**src/rtl/lsu_mem_req_if.sv**
```systemverilog
// LSU bundle: EX op in, single-word dmem request/response, raw load word out to WB.
// master = the LSU (drives ex_ready, dmem request, WB); slave = surrounding pipeline and memory.
interface lsu_mem_req_if;
  logic        ex_valid;
  logic        ex_is_load;
  logic        ex_is_store;
  logic [2:0]  ex_funct3;
  logic [31:0] ex_addr;
  logic [31:0] ex_store_data;
  logic        ex_ready;

  logic        dmem_req_valid;
  logic        dmem_req_ready;
  logic [31:0] dmem_addr;
  logic [3:0]  dmem_we;
  logic [31:0] dmem_wdata;
  logic        dmem_resp_valid;
  logic [31:0] dmem_resp_data;

  logic        wb_valid;
  logic [31:0] wb_load_raw;
  logic [1:0]  wb_addr_offset;
  logic [2:0]  wb_control_load;

  modport master (
    input  ex_valid, ex_is_load, ex_is_store, ex_funct3, ex_addr, ex_store_data,
    output ex_ready,
    output dmem_req_valid, dmem_addr, dmem_we, dmem_wdata,
    input  dmem_req_ready, dmem_resp_valid, dmem_resp_data,
    output wb_valid, wb_load_raw, wb_addr_offset, wb_control_load
  );

  modport slave (
    output ex_valid, ex_is_load, ex_is_store, ex_funct3, ex_addr, ex_store_data,
    input  ex_ready,
    input  dmem_req_valid, dmem_addr, dmem_we, dmem_wdata,
    output dmem_req_ready, dmem_resp_valid, dmem_resp_data,
    input  wb_valid, wb_load_raw, wb_addr_offset, wb_control_load
  );
endinterface

```
**src/rtl/lsu_mem_req.sv**
```systemverilog
// LSU request sequencer: accept N, dmem request from N+1 held until ready, wb_valid the cycle after the response.
// EX is stalled (ex_ready=0) outside IDLE; define MISALIGN_TRAP_EN to trap misaligned H/W accesses instead of issuing them.
module lsu_mem_req (
  input  logic          clk,
  input  logic          rst,
  lsu_mem_req_if.master bus,
  output logic          misalign
);
  localparam logic [1:0] IDLE      = 2'd0;
  localparam logic [1:0] REQ       = 2'd1;
  localparam logic [1:0] WAIT_RESP = 2'd2;

  logic [1:0]  state;
  logic [31:0] addr_q;
  logic [31:0] wdata_q;
  logic [3:0]  we_q;
  logic [2:0]  funct3_q;
  logic        is_load_q;

  logic        wb_valid_q;
  logic [31:0] wb_raw_q;
  logic [1:0]  wb_off_q;
  logic [2:0]  wb_ctl_q;

  logic        accept;
  logic        take_load;
  logic        take_store;
  logic        op_legal;
  logic        trap;
  logic        issue;
  logic [3:0]  we_d;
  logic [31:0] wdata_d;

  assign accept     = (state == IDLE) & bus.ex_valid;
  assign take_load  = bus.ex_is_load;
  assign take_store = bus.ex_is_store & ~bus.ex_is_load;

  always_comb begin
    op_legal = 1'b0;
    if (take_load)
      op_legal = bus.ex_funct3 inside {3'b000, 3'b001, 3'b010, 3'b100, 3'b101};
    else if (take_store)
      op_legal = bus.ex_funct3 inside {3'b000, 3'b001, 3'b010};
  end

  assign issue = accept & op_legal & ~trap;

  // Byte lanes and replicated data are resolved at accept so the request stays stable while stalled.
  always_comb begin
    we_d    = 4'b0000;
    wdata_d = bus.ex_store_data;
    if (take_store) begin
      case (bus.ex_funct3[1:0])
        2'b00: begin
          we_d    = 4'b0001 << bus.ex_addr[1:0];
          wdata_d = {4{bus.ex_store_data[7:0]}};
        end
        2'b01: begin
          we_d    = bus.ex_addr[1] ? 4'b1100 : 4'b0011;
          wdata_d = {2{bus.ex_store_data[15:0]}};
        end
        default: we_d = 4'b1111;
      endcase
    end
  end

`ifdef MISALIGN_TRAP_EN
  logic misalign_q;

  always_comb begin
    trap = 1'b0;
    case (bus.ex_funct3[1:0])
      2'b01:   trap = bus.ex_addr[0];
      2'b10:   trap = |bus.ex_addr[1:0];
      default: trap = 1'b0;
    endcase
  end

  always_ff @(posedge clk or posedge rst) begin
    if (rst)
      misalign_q <= 1'b0;
    else
      misalign_q <= accept & op_legal & trap;
  end

  assign misalign = misalign_q;
`else
  assign trap     = 1'b0;
  assign misalign = 1'b0;
`endif

  always_ff @(posedge clk or posedge rst) begin
    if (rst) begin
      state      <= IDLE;
      addr_q     <= 32'h0;
      wdata_q    <= 32'h0;
      we_q       <= 4'h0;
      funct3_q   <= 3'h0;
      is_load_q  <= 1'b0;
      wb_valid_q <= 1'b0;
      wb_raw_q   <= 32'h0;
      wb_off_q   <= 2'h0;
      wb_ctl_q   <= 3'h0;
    end else begin
      wb_valid_q <= 1'b0;
      case (state)
        IDLE: begin
          if (issue) begin
            addr_q    <= bus.ex_addr;
            funct3_q  <= bus.ex_funct3;
            is_load_q <= take_load;
            we_q      <= we_d;
            wdata_q   <= wdata_d;
            state     <= REQ;
          end
        end
        REQ: begin
          if (bus.dmem_req_ready)
            state <= is_load_q ? WAIT_RESP : IDLE;
        end
        WAIT_RESP: begin
          if (bus.dmem_resp_valid) begin
            wb_valid_q <= 1'b1;
            wb_raw_q   <= bus.dmem_resp_data;
            wb_off_q   <= addr_q[1:0];
            wb_ctl_q   <= funct3_q;
            state      <= IDLE;
          end
        end
        default: state <= IDLE;
      endcase
    end
  end

  assign bus.ex_ready        = (state == IDLE);
  assign bus.dmem_req_valid  = (state == REQ);
  assign bus.dmem_addr       = {addr_q[31:2], 2'b00};
  assign bus.dmem_we         = we_q;
  assign bus.dmem_wdata      = wdata_q;
  assign bus.wb_valid        = wb_valid_q;
  assign bus.wb_load_raw     = wb_raw_q;
  assign bus.wb_addr_offset  = wb_off_q;
  assign bus.wb_control_load = wb_ctl_q;
endmodule
```
**src/flat_wrapper.sv**
```systemverilog
// flat-port wrapper written by rule: the top's interface ports become plain ports
module lsu_mem_req_flat 
  (clk, rst, misalign, bus_ex_valid, bus_ex_is_load, bus_ex_is_store, bus_ex_funct3, bus_ex_addr, bus_ex_store_data, bus_ex_ready, bus_dmem_req_valid, bus_dmem_addr, bus_dmem_we, bus_dmem_wdata, bus_dmem_req_ready, bus_dmem_resp_valid, bus_dmem_resp_data, bus_wb_valid, bus_wb_load_raw, bus_wb_addr_offset, bus_wb_control_load);
  lsu_mem_req_if bus_i ();
  input  logic clk;
  input  logic rst;
  output logic misalign;
  input wire logic [$bits(bus_i.ex_valid)-1:0] bus_ex_valid;
  input wire logic [$bits(bus_i.ex_is_load)-1:0] bus_ex_is_load;
  input wire logic [$bits(bus_i.ex_is_store)-1:0] bus_ex_is_store;
  input wire logic [$bits(bus_i.ex_funct3)-1:0] bus_ex_funct3;
  input wire logic [$bits(bus_i.ex_addr)-1:0] bus_ex_addr;
  input wire logic [$bits(bus_i.ex_store_data)-1:0] bus_ex_store_data;
  output wire logic [$bits(bus_i.ex_ready)-1:0] bus_ex_ready;
  output wire logic [$bits(bus_i.dmem_req_valid)-1:0] bus_dmem_req_valid;
  output wire logic [$bits(bus_i.dmem_addr)-1:0] bus_dmem_addr;
  output wire logic [$bits(bus_i.dmem_we)-1:0] bus_dmem_we;
  output wire logic [$bits(bus_i.dmem_wdata)-1:0] bus_dmem_wdata;
  input wire logic [$bits(bus_i.dmem_req_ready)-1:0] bus_dmem_req_ready;
  input wire logic [$bits(bus_i.dmem_resp_valid)-1:0] bus_dmem_resp_valid;
  input wire logic [$bits(bus_i.dmem_resp_data)-1:0] bus_dmem_resp_data;
  output wire logic [$bits(bus_i.wb_valid)-1:0] bus_wb_valid;
  output wire logic [$bits(bus_i.wb_load_raw)-1:0] bus_wb_load_raw;
  output wire logic [$bits(bus_i.wb_addr_offset)-1:0] bus_wb_addr_offset;
  output wire logic [$bits(bus_i.wb_control_load)-1:0] bus_wb_control_load;
  assign bus_i.ex_valid = bus_ex_valid;
  assign bus_i.ex_is_load = bus_ex_is_load;
  assign bus_i.ex_is_store = bus_ex_is_store;
  assign bus_i.ex_funct3 = bus_ex_funct3;
  assign bus_i.ex_addr = bus_ex_addr;
  assign bus_i.ex_store_data = bus_ex_store_data;
  assign bus_ex_ready = bus_i.ex_ready;
  assign bus_dmem_req_valid = bus_i.dmem_req_valid;
  assign bus_dmem_addr = bus_i.dmem_addr;
  assign bus_dmem_we = bus_i.dmem_we;
  assign bus_dmem_wdata = bus_i.dmem_wdata;
  assign bus_i.dmem_req_ready = bus_dmem_req_ready;
  assign bus_i.dmem_resp_valid = bus_dmem_resp_valid;
  assign bus_i.dmem_resp_data = bus_dmem_resp_data;
  assign bus_wb_valid = bus_i.wb_valid;
  assign bus_wb_load_raw = bus_i.wb_load_raw;
  assign bus_wb_addr_offset = bus_i.wb_addr_offset;
  assign bus_wb_control_load = bus_i.wb_control_load;
  lsu_mem_req u_core (.clk(clk), .rst(rst), .bus(bus_i), .misalign(misalign));
endmodule
```
**config.mk**
```make
export PLATFORM = sky130hd
export DESIGN_NAME = lsu_mem_req_flat
export DESIGN_NICKNAME = d
export VERILOG_FILES = /design/src/rtl/lsu_mem_req_if.sv /design/src/rtl/lsu_mem_req.sv /design/src/flat_wrapper.sv
export SDC_FILE = /design/constraint.sdc
export NUM_CORES = 1
export LEC_CHECK = 0
export CAP_MARGIN = 10
export CELL_PAD_IN_SITES_DETAIL_PLACEMENT = 1
export CELL_PAD_IN_SITES_GLOBAL_PLACEMENT = 1
export CORE_MARGIN = 2
export CORE_UTILIZATION = 25
export DETAILED_ROUTE_END_ITERATION = 12
export DONT_BUFFER_PORTS = 1
export PLACE_DENSITY_LB_ADDON = 0.1
export SLEW_MARGIN = 0
export SYNTH_ARGS = -nofsm -noshare
export SYNTH_HDL_FRONTEND = slang
export SYNTH_SLANG_ARGS = --single-unit
export TNS_END_PERCENT = 20
```
**constraint.sdc**
```tcl
create_clock -name clk -period 3.7 [get_ports clk]
set_clock_uncertainty 0.15 [all_clocks]
set_input_delay 0.925 -clock clk [delete_from_list [all_inputs] [get_ports clk]]
set_output_delay 0.925 -clock clk [all_outputs]
set_load 0.01 [all_outputs]
```
### Clock network drawn from the DEF, run 1

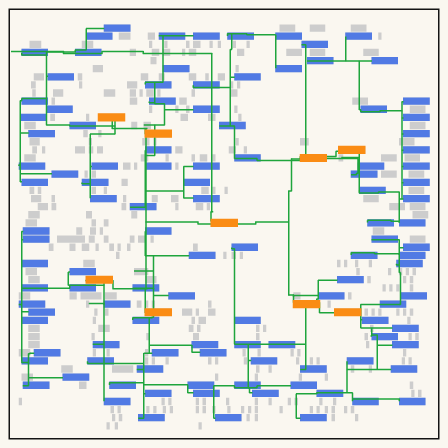
[green] clock wires | length: 1,700 µm
[orange] clock-net drivers | count: 9
[blue] flip-flops | count: 112
flops lie: spread over the die
clk ins delay skew pair: 0.35 ns
clock network fraction of total power: 24.5%

### Routing congestion map, run 1

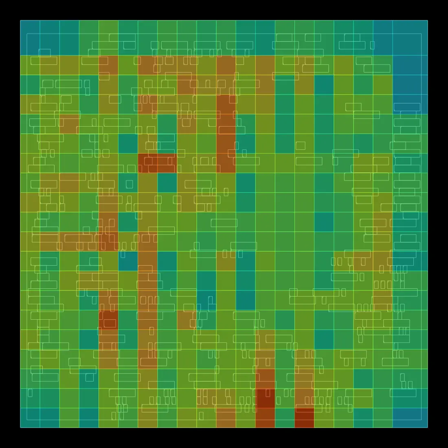
GR Util met3: 6.06%
gr busiest metal: met2
drt wl/cell: 18.9 µm

### Pin placement, run 1

Pins as bars across the die edge, other pins in gray.
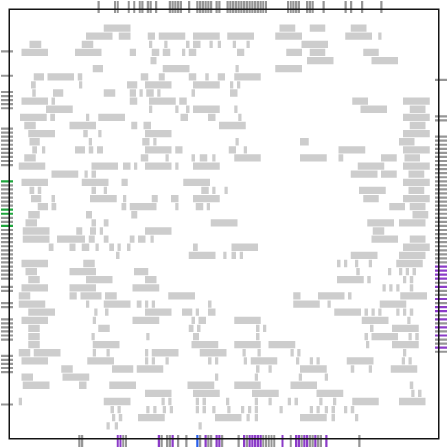
[purple] bus_dmem_resp_data | pins: 32 | direction: input | edge: 20 south, 12 east
[green] bus_dmem_we | pins: 4 | direction: output | edge: west
[blue] bus_dmem_req_ready | pins: 1 | direction: input | edge: south
chip width: 143 µm
I/O Buffers: 0

==> results_slide.txt, run 1 <==
Run Summary

STA
  • Sum Neg Setup Slack: 0 ns
  • Final setup fails: 0
  • Cycle use final: 64.0%
  • Pins Over Slew Limit: 0
  • Fin. Hold Viols: 0
  • RSZ-0062 raised after global routing: false
  • Final worst path period need: 2.37 ns
  • Slew HR: 38.3%

Critical path
  • Crit Reg-Reg Endpoint: u_core.addr_q[15]
  • Critical-path maximum fanout: 4
  • Required @ worst endpoint: 2.62 ns
  • Crit-path max cell delay: 0.54 ns
  • Worst Path Buf+Inv: 0
  • CP max-delay cell: nor2_1
  • Crit path max-delay family: simple AND/OR/NAND/NOR gates
  • R2R depth: 4
  • Startpoint types: flip-flop
  • Setup CP Type: reg2out
  • RR Startpoint: u_core.state[1]

Drt
  • Vias: 2,931
  • Drt drc: 0
  • Wirelength, routed: 12,800 µm
  • Iteration-0 DRC count of the detailed router: 119
  • Router iterations before antenna repair: 4
  • Remaining antenna violation count: 0

Hold path
  • Hold depth: 2
  • Hold path start: u_core.addr_q[0]

Floorplan
  • Standard-cell rows: 50
  • Core ar.: 18,900 µm²
  • Total die size: 20,600 µm²
  • Floorplan utilization: 25.7%

Synthesis
  • Synth Cell Area: 4860 µm²
  • Synth Seq Share: 57.7%
  • Mean post-synth cell area: 10.8 µm²
  • Cell Type Count: 26
  • Yosys stat area: 4860 µm²
  • Cell count after synthesis: 449

Status
  • Status: completed

Clock tree
  • Clk slew on worst S/H paths: 0.08 ns
  • # Post-CTS Setup Buffers: 0
  • CTS tree: built
  • # resized after CTS: 0
  • Clock sink count: 112
  • Clk buf depth: 2

Global route
  • Largest net degree at the start of global routing: 90
  • Vias in the first global route: 3,226
  • First-pass GRT wire length: 19,300 µm
  • Gr usage total: 12.4%

Power and ir drop
  • Leak: 2.44 nW
  • Net switching power: 0.00134 W
  • VDD IR-drop max: 231 µV
  • Total power: 0.00384 W
  • P_int: 0.00250 W
  • Reg power frac: 59.3%

Finish
  • Final core utilization: 27.3%
  • NumNets Final: 516
  • # diodes: 0
  • Layout cells sized above 1: 15.4%
  • Area grow syn2layout: 6.15%
  • Commonest Layout Cell: nand2_1

Place
  • Post-DP HPWL: 9030 µm
  • Routability congestion estimate: 0.759
## run 1: per-stage QoR
stage          cell area [µm²]  hold WS [ns]  setup WS [ns]
3_5_place_dp              4880         0.317           1.01
4_1_cts                   5160         0.325           1.28
6_report                  5160         0.316           1.33
2_1_floorplan             4870         0.283           1.27
5_1_grt                   5160         0.351           1.24
3_3_place_gp              4880         0.302           1.07
## run 1: cells by family after synthesis
family / Yosys count / synth area share (%)
other: 1 / 0.0772
DFF: 112 / 57.7
and+or+nand+nor: 176 / 14.4
muxes: 50 / 12.9
AOI/OAI and AO/OA: 49 / 6.57
buffers and inverters: 61 / 8.32
## run 1: final cells by class
type / count / area [µm²]
tap: 260 / 325
inverter: 5 / 22.5
fill: 2154 / 13700
multi-input combinational: 278 / 1680
clock buffer: 12 / 246
clock inverter: 4 / 28.8
timing repair buffer: 4 / 55.1
sequential: 112 / 2800
## run 1: synth_stat cells
master	instances	share of area (%)
buf_2	8	0.82
nand2b_1	3	0.39
buf_1	3	0.23
mux2_4	20	6.2
conb_1	1	0.077
buf_4	34	5.3
nor2b_1	11	1.4
o31ai_1	17	2.6
nor2_1	21	1.6
inv_2	1	0.077
dfrtp_1	112	58
o21ai_1	1	0.10
mux2i_1	8	1.6
o211ai_1	1	0.15
a21oi_1	3	0.31
nand3b_1	1	0.15
mux2_2	22	5.1
a211oi_1	8	1.2
a32o_1	1	0.21
inv_1	4	0.31
nand2_1	139	11
nor2_2	1	0.13
clkbuf_1	6	0.46
o21ai_0	17	1.8
buf_6	5	1.2
o2111ai_1	1	0.18
## run 1: metal layers
metal / GRT usage [%] / up-vias / wire [µm]
met5: 0 / - / 0
met4: 3.72 / 0 / 153
met3: 6.06 / 8 / 1510
met2: 19.4 / 136 / 5960
met1: 15.0 / 1443 / 5140
li1: - / 1344 / -
## run 1: power by group through the flow
stage | Combinational, W | Clock [W] | Sequential, W
global route | 0.000727 | 0.00104 | 0.00235
finish | 0.000624 | 0.000941 | 0.00228
floorplan | 0.000790 | 0 | 0.00209
global placement | 0.000612 | 0 | 0.00232
CTS | 0.000644 | 0.00100 | 0.00230
detailed placement | 0.000641 | 0 | 0.00232
## run 1: sequential cells by signal, indices dropped and copies added, names as in the netlist
signal	cells
u_core.bus.dmem_we	4
u_core.addr_q	32
u_core.bus.wb_load_raw	32
u_core.state	2
u_core.bus.wb_control_load	3
u_core.bus.dmem_wdata	32
u_core.funct3_q	3
u_core.is_load_q	1
u_core.bus.wb_valid	1
u_core.bus.wb_addr_offset	2
## run 1: worst max path at each step
stage          cells past startpoint  slack, ns       startpoint                         to
6_report                           1       1.33  u_core.state[1]               bus_ex_ready
3_3_place_gp                       4       1.07  bus_ex_is_store  u_core.bus.dmem_wdata[31]
2_1_floorplan                      1       1.27              rst           u_core.addr_q[0]
4_1_cts                            1       1.28  u_core.state[1]               bus_ex_ready
5_1_grt                            1       1.24  u_core.state[1]               bus_ex_ready
3_5_place_dp                       4       1.01  bus_ex_is_store  u_core.bus.dmem_wdata[11]
--- run 2 (diff from run 1) ---
==> constraint.sdc (replaced) <==
create_clock -name clk -period 2.08 [get_ports clk]
set_clock_uncertainty 0.15 [all_clocks]
set_input_delay 0.52 -clock clk [delete_from_list [all_inputs] [get_ports clk]]
set_output_delay 0.52 -clock clk [all_outputs]
set_load 0.01 [all_outputs]
==> run 2 against run 1 <==
Against the previous run: routed wire length down 0.62%; die area unchanged; count of clock-buffer cells in the layout decreased by 2; core utilization grew 0.37 points; clock power increased by 92%; synthesized cell count unchanged; sequential share of layout area is 0.73 points lower; area after synthesis unchanged; critical endpoint unchanged; largest cell class unchanged.
==> results_slide.txt, run 2 <==
Run Summary

Synthesis
  • FFs w/ async S/R, synth: 100%
  • Ys flop type: dfrtp_1
  • Top area cell types: dfrtp_1 58%, nand2_1 11%, mux2_4 6.2%, buf_4 5.3%, mux2_2 5.1%
  • Yosys stat area: 4860 µm²
  • Largest area contributor in the netlist: dfrtp_1
  • Mean post-synth cell area: 10.8 µm²
  • Synth Cell Area: 4860 µm²
  • Cell count after synthesis: 449
  • Top-count cell post-synth: nand2_1
  • Synth Seq Share: 57.7%
  • Flip-flops with a built-in enable: 0
  • Top cells by count: 139 x nand2_1, 112 x dfrtp_1, 34 x buf_4
  • Synth top area share: 57.7%
  • Cell Type Count: 26
  • Ys flops: 112
  • Yosys cell count: 449
  • Synthesis Warnings: 0

STA
  • RSZ-0062 raised after global routing: false
  • Slew HR: 57.6%
  • Final setup fails: 0
  • Final worst path period need: 1.89 ns
  • Sum Neg Setup Slack: 0 ns
  • Worst-Margin Slew: 0.634 ns
  • Fmax: 0.528 GHz
  • Pins Over Slew Limit: 0
  • Cycle use final: 91.1%
  • Fin. Hold Viols: 0

Power and ir drop
  • Total power: 0.00698 W
  • Pwr per Cell Area: 1340 nW/µm²
  • VDD IR-drop max: 391 µV
  • Leak: 2.48 nW

Finish
  • Commonest Layout Cell: nand2_1
  • Non-filler cells, final: 678
  • Seq. cell area: 2800 µm²
  • NumNets Final: 520
  • # diodes: 0
  • Layout cells sized above 1: 16.5%
  • MI comb area: 1680 µm²
  • Area grow syn2layout: 7.60%
  • Final instance area: 5230 µm²
  • Fillers: 2,134

Drt
  • Drt wl/cell: 18.7 µm
  • Vias: 2,931
  • Remaining antenna violation count: 0
  • Vias/cell: 4.32
  • Router iterations before antenna repair: 4
  • Drt drc: 0
  • Iteration-0 DRC count of the detailed router: 139
  • Wirelength, routed: 12,700 µm

Clock tree
  • CTS Buf Count: 9
  • Clk buf depth: 2
  • # Post-CTS Setup Buffers: 0
  • CTS tree: built
  • CTS root buffer: clkbuf_16
  • Clk ins delay skew pair: 0.35 ns
  • # resized after CTS: 0
  • H-tree Lvls: 3
  • Clk slew on worst S/H paths: 0.08 ns
  • Clock sink count: 112

Floorplan
  • Chip width: 143 µm
  • Total die size: 20,600 µm²
  • Core ar.: 18,900 µm²
  • I/O pin total: 215
  • Floorplan utilization: 25.7%
  • Standard-cell rows: 50

Critical path
  • Critical path depth: 2
  • Crit path max-delay family: flip-flops
  • Crit-path max cell delay: 0.41 ns
  • Worst Path Buf+Inv: 1
  • CP max-delay cell: dfrtp_1
  • Critical-path maximum fanout: 4
  • Startpoint types: flip-flop
  • Required @ worst endpoint: 1.41 ns
  • Setup CP Type: reg2out
  • R2R depth: 4

Run
  • OpenROAD warnings: 28

Hold path
  • Worst Hold Class: in2async

Global route
  • First-pass GRT wire length: 19,200 µm
  • Vias in the first global route: 3,163
  • Total congestion overflow: 0
  • Largest net degree at the start of global routing: 113

Status
  • Status: completed

Place
  • Placement Cell Area: 4930 µm²
  • Routability congestion estimate: 0.765
  • I/O Buffers: 0
  • Placed insts: 663
  • Post-DP HPWL: 8850 µm
==> run 2: per-layer routing <==
| layer | vias to the layer above | share of wire, % | GRT usage [%] |
|---|---|---|---|
| met5 | - | 0 | 0 |
| met4 | 0 | 1.2 | 3.72 |
| met3 | 10 | 12 | 6.33 |
| met2 | 133 | 46 | 19.2 |
| met1 | 1427 | 41 | 14.8 |
| li1 | 1361 | - | - |
==> run 2: worst reg2reg max path, cell delays in order, from the launching register on <==
cell       delay, ns
dfrtp_1         0.41
nor2_1          0.27
o2111ai_4       0.21
buf_12          0.24
mux2_4          0.38
==> run 2: where the power goes <==
group,internal [W],switching (W)
Sequential,0.00302,0.00103
Clock,0.000974,0.000837
Combinational,0.000599,0.000528
==> run 2: kinds of logic (layout without fill, tap and decap cells) <==
logic type | Yosys count | after routing | share of synthesized area (%)
DFF | 112 | 112 | 57.7
other | 1 | 3 | 0.0772
and+or+nand+nor | 176 | 176 | 14.4
muxes | 50 | 50 | 12.9
AOI/OAI and AO/OA | 49 | 49 | 6.57
buffers and inverters | 61 | 28 | 8.32
==> run 2: worst paths after layout <==
path                                     from  slack (ns)                           end
hold reg to reg              u_core.addr_q[1]        0.33  u_core.bus.wb_addr_offset[1]
hold / removal                            rst        0.07    u_core.bus.wb_load_raw[23]
max in group asynchronous                 rst        1.26             u_core.addr_q[16]
setup reg to reg              u_core.state[1]        0.31             u_core.addr_q[16]
min in group clk           bus_dmem_req_ready        0.12               u_core.state[0]
setup / recovery              u_core.state[1]        0.19                  bus_ex_ready
==> run 2: layout make-up <==
cell class                 count  share of cell area, %
timing repair buffer           8                   1.87
multi-input combinational    278                   32.1
tap                          260                   6.22
sequential                   112                   53.6
clock buffer                  10                   4.57
inverter                       5                  0.431
clock inverter                 5                   1.22
==> run 2: stage by stage <==
step                worst slack, ns  hold WS (ns)
finish                        0.186        0.0697
global route                 0.0840         0.107
CTS                           0.129        0.0907
detailed placement            0.132         0.315
global placement              0.146         0.302
floorplan                    0.0525         0.283
### Clock network drawn from the DEF, run 2

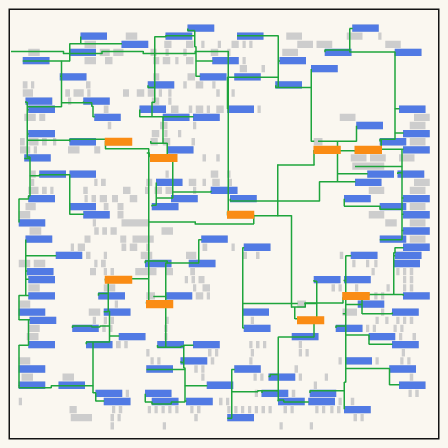
[green] clock wires | length: 1,700 µm
[orange] clock-net drivers | count: 9
[blue] flip-flops | count: 112
flops lie: spread over the die
clock network fraction of total power: 25.9%
P_clk: 0.00181 W

### Routing congestion map, run 2

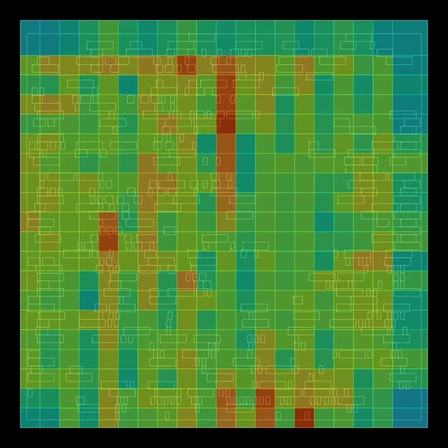
GRT met1 Usage: 14.8%
GR Util met3: 6.33%
gr usage total: 12.3%
met2 GRT Util: 19.2%
final core utilization: 27.7%

Power figures rest on the tool's default switching activity, not on a simulated workload.
